### src/rtl/trb_mem_arbiter.sv
// Trace-buffer RAM owner: alternates write/read turns, commits logger writes,
// serves reads and derives full/empty/fill status from the two pointers.
package trb_pkg;
  localparam int TRB_ADDR_WIDTH = 4;
  localparam int TRB_WIDTH      = 8;
endpackage

module trb_mem_arbiter
  import trb_pkg::*;
#(
  parameter int ADDR_WIDTH = TRB_ADDR_WIDTH,
  parameter int WIDTH      = TRB_WIDTH
) (
  input  logic                  CLK_I,
  input  logic                  RST_I,
  output logic                  RW_TURN_O,
  input  logic                  WRITE_I,
  input  logic [ADDR_WIDTH-1:0] WRITE_PTR_I,
  input  logic [WIDTH-1:0]      DATA_I,
  input  logic [ADDR_WIDTH-1:0] READ_PTR_I,
  output logic [WIDTH-1:0]      DATA_O,
  output logic                  WRITE_ALLOW_O,
  output logic                  READ_ALLOW_O,
  output logic [ADDR_WIDTH:0]   FILL_O,
  output logic                  DROP_O
);

  localparam int DEPTH = 2 ** ADDR_WIDTH;

  logic [WIDTH-1:0]      mem [DEPTH];
  logic                  turn;
  logic                  last_wr;
  logic                  drop;
  logic [ADDR_WIDTH-1:0] rd_prev;
  logic [ADDR_WIDTH-1:0] ptr_diff;
  logic                  eq, full, empty, commit, drop_req;

  // Equal pointers are ambiguous; last_wr records whether the writer caught up.
  always_comb begin
    eq       = (WRITE_PTR_I == READ_PTR_I);
    full     = eq & last_wr;
    empty    = eq & ~last_wr;
    ptr_diff = WRITE_PTR_I - READ_PTR_I;
    commit   = WRITE_I & turn & ~full;
    drop_req = WRITE_I & turn & full;
  end

  assign RW_TURN_O     = turn;
  assign WRITE_ALLOW_O = ~full;
  assign READ_ALLOW_O  = ~empty;
  assign DROP_O        = drop;
  assign FILL_O        = full ? {1'b1, {ADDR_WIDTH{1'b0}}} : {1'b0, ptr_diff};

  // NOTE: the RAM array has no reset branch so it maps onto block RAM and keeps
  // its trace across a mid-operation reset; only the write enable sees RST_I.
  always_ff @(posedge CLK_I) begin
    if (commit && !RST_I) begin
      mem[WRITE_PTR_I] <= DATA_I;
    end
  end

  // NOTE: all state uses non-blocking assignments so every register samples
  // the pre-edge values of the others, independent of statement order.
  always_ff @(posedge CLK_I) begin
    if (RST_I) begin
      turn    <= 1'b0;
      DATA_O  <= '0;
      last_wr <= 1'b0;
      rd_prev <= '0;
      drop    <= 1'b0;
    end else begin
      turn    <= ~turn;
      drop    <= drop_req;
      rd_prev <= READ_PTR_I;
      if (!turn) begin
        DATA_O <= mem[READ_PTR_I];
      end
      // A commit outranks a read-pointer move seen in the same cycle.
      if (commit) begin
        last_wr <= 1'b1;
      end else if (READ_PTR_I != rd_prev) begin
        last_wr <= 1'b0;
      end
    end
  end

endmodule

### config.mk
export PLATFORM = sky130hd
export DESIGN_NAME = trb_mem_arbiter
export DESIGN_NICKNAME = d
export VERILOG_FILES = /design/src/rtl/trb_mem_arbiter.sv
export SDC_FILE = /design/constraint.sdc
export NUM_CORES = 1
export LEC_CHECK = 0
export CAP_MARGIN = 15
export CORE_MARGIN = 2
export CORE_UTILIZATION = 33
export DETAILED_ROUTE_END_ITERATION = 10
export GPL_ROUTABILITY_DRIVEN = 0
export GPL_TIMING_DRIVEN = 1
export PLACE_DENSITY_LB_ADDON = 0.1
export SYNTH_ARGS = -nofsm -noshare
export SYNTH_HDL_FRONTEND = slang
export SYNTH_SLANG_ARGS = --single-unit
### constraint.sdc
create_clock -name CLK_I -period 2 [get_ports CLK_I]
set_input_delay 0.2 -clock CLK_I [delete_from_list [all_inputs] [get_ports CLK_I]]
set_output_delay 0.2 -clock CLK_I [all_outputs]
set_load 0.02 [all_outputs]
==> results.txt <==
Physical design

The combinational group share of total power stands at 0.071. The synth_stat.txt file lists the number of cells as between 300 and 400. The sink count of the clock tree stands at about 140. The power of the sequential group stands at approximately 3300 uW. The upper clock frequency limit stands at about 520 MHz.

The total global-route track usage stands at 0.160. The clock network power reported by the tool is 3540 uW. Per the post-synthesis stats, the area per cell is 15.5 sq um. The mapped netlist covers between 0.005 and 0.006 sq mm.

The final wirelength stands at ~14 mm. The number of flops mapped to enable cells by yosys stands at between 100 and 150. The area fraction of the largest cell type after synthesis is 0.674. The CTS buffer count stands at 17. In the finished design, the share of the clock period the worst path needs comes to 0.967.

The floorplan report gives the top-level pin count as 36. The longest clock path from root to sink contains 2 buffers. The layout summary lists the proportion of cells stronger than drive strength 1 as 0.231. The reg2reg setup slack stands at 120 ps. Across the run, the number of max-cap violations was 0. The cell-internal power stands at 5900 uW. The layout filler cell count stands at ~1500.

The flow ran to the end, and the final reports show no timing, DRC or antenna violations. In this run the worst hold path is classified as in -> reg. The routed design shows a wire length per standard cell of ~20 um. The proportion of power drawn by flip-flops and latches stands at 0.448. The routed design shows a via density per instance of between 4 and 5. Max fanout on the critical path was recorded as 8. The path with the worst hold slack has its endpoint at rd_prev[2]$_SDFF_PP0_. In the hold timing report, the worst path depth is 4. The synthesis report lists the most area-consuming cells as sky130_fd_sc_hd__edfxtp_1, sky130_fd_sc_hd__mux2i_1, sky130_fd_sc_hd__dfxtp_1, sky130_fd_sc_hd__a22oi_1, sky130_fd_sc_hd__nand3_1. The post-synthesis chip area from yosys stands at 0.00570 sq mm. The total number of nets in the final design stands at between 400 and 500. The total overflow left after global routing is 0. The synthesis run shows the most used standard cells to be sky130_fd_sc_hd__edfxtp_1, sky130_fd_sc_hd__mux2i_1, sky130_fd_sc_hd__nand3_1. The number of resized instances in the post-cts repair step stands at 30. The overall power of the completed layout stands at roughly 7400 uW. The power report lists the combinational group at 520 uW.

The fraction of synthesis flops using an asynchronous set or reset pin stands at 0. The largest net degree at the start of global routing stands at 29. The net switching power stands at 1450 uW.

For reference, the critical path is launched at WRITE_PTR_I[3]. The number of nets at floorplan stands at between 300 and 400. The worst register-to-register path depth is 6. The top cell type in the final layout, fill and taps aside, is sky130_fd_sc_hd__edfxtp_1. The capture point of the critical path was reported as mem[12][3]$_DFFE_PP_. For reference, the most critical setup path is categorized as in -> reg. Per the OpenROAD power report, leakage power amounts to about 0.0027 uW. The hold violation count in the final report stands at 0. The required time of the critical path stands at 2130 ps. The critical path data arrival time stands at 2070 ps. The number of I/O port buffers stands at 35.
per-layer routing:
metal / wire length (um) / share of wire / track usage / up-vias
met3: 796 / 0.057 / 0.0419 / 14
met2: 6720 / 0.48 / 0.257 / 81
met4: 178 / 0.013 / 0.0521 / 0
met1: 6170 / 0.44 / 0.213 / 1618
met5: 0 / 0 / 0 / -
li1: - / - / - / 1578
layout make-up:
type                       instances  area, sq um  area share
sequential                       143         4150       0.555
inverter                           8         30.0     0.00402
tap                              225          282      0.0377
clock buffer                      21          460      0.0617
clock inverter                    11          210      0.0282
multi-input combinational        199         1560       0.209
timing repair buffer              86          782       0.105
sequential cells by signal (all words and copies together) (netlist names):
signal / cells
mem: 128
DATA_O: 8
rd_prev: 4
DROP_O: 1
RW_TURN_O: 1
last_wr: 1
worst max-delay path: stages:
cell and delay (ps):
sky130_fd_sc_hd__clkdlybuf4s50_1 530, sky130_fd_sc_hd__xor2_2 250, sky130_fd_sc_hd__nor3_4 70, sky130_fd_sc_hd__or4_4 600
sky130_fd_sc_hd__buf_4 170, sky130_fd_sc_hd__nor2_4 100, sky130_fd_sc_hd__buf_12 140
stage by stage:
| step | hold slack, ps | setup WS (ps) | cells |
|---|---|---|---|
| floorplan | 299 | 47.5 | 369 |
| global placement | 444 | -474 | 658 |
| detailed placement | 454 | -540 | 658 |
| CTS | 469 | -58.0 | 690 |
| global route | 190 | 15.6 | 693 |
| finish | 173 | 66.2 | 693 |
logic make-up after synthesis:
| kind of cell | Yosys count | share of synthesized area |
|---|---|---|
| multiplexers | 64 | 0.112 |
| buffers and inverters | 27 | 0.0200 |
| XOR/XNOR | 6 | 0.0105 |
| adder cells (fa/ha/maj) | 4 | 0.0101 |
| AND/OR/NAND/NOR | 89 | 0.0768 |
| flip-flops | 143 | 0.726 |
| AND-OR/OR-AND | 36 | 0.0439 |
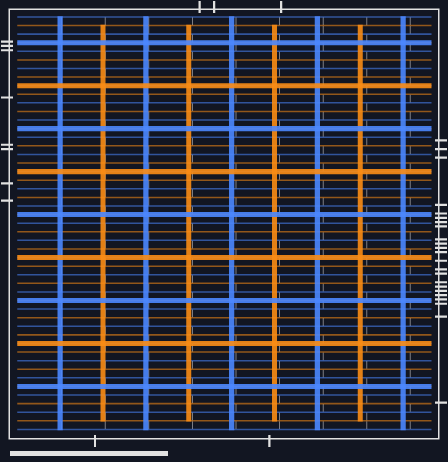
Figure 1: PDN straps and rails.
The bar under the picture is 50 um long. Pins as bars on the die edge. Tap cells in gray.
[VDD] orange
[VSS] blue
signal pins: 36
met4 straps: 9
Vert. Die Dim: 135 um
DIE WIDTH: 135 um
Worst VDD drop: 585 uV
Floorplan Core Area: 0.0171 sq mm

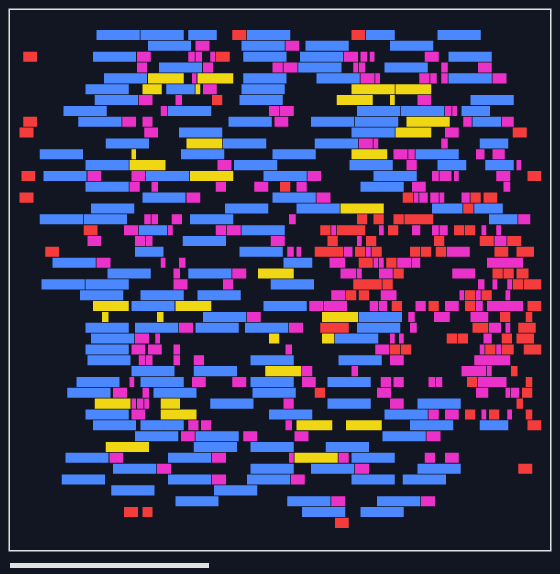
Figure 2: cells colored by class.
The bar under the picture is 50 um long.
[sequential cells] blue | cells: 143 | share of their area: 58%
[clock drivers and dummy loads] yellow | cells: 32 | share of their area: 9.3%
[remaining buffers and delay cells] red | cells: 86 | share of their area: 11%
[remaining logic cells] magenta | cells: 207 | share of their area: 22%
Finished Cell Area: 0.00747 sq mm
final design utilization: 0.436

Power and IR drop assume default switching activity.
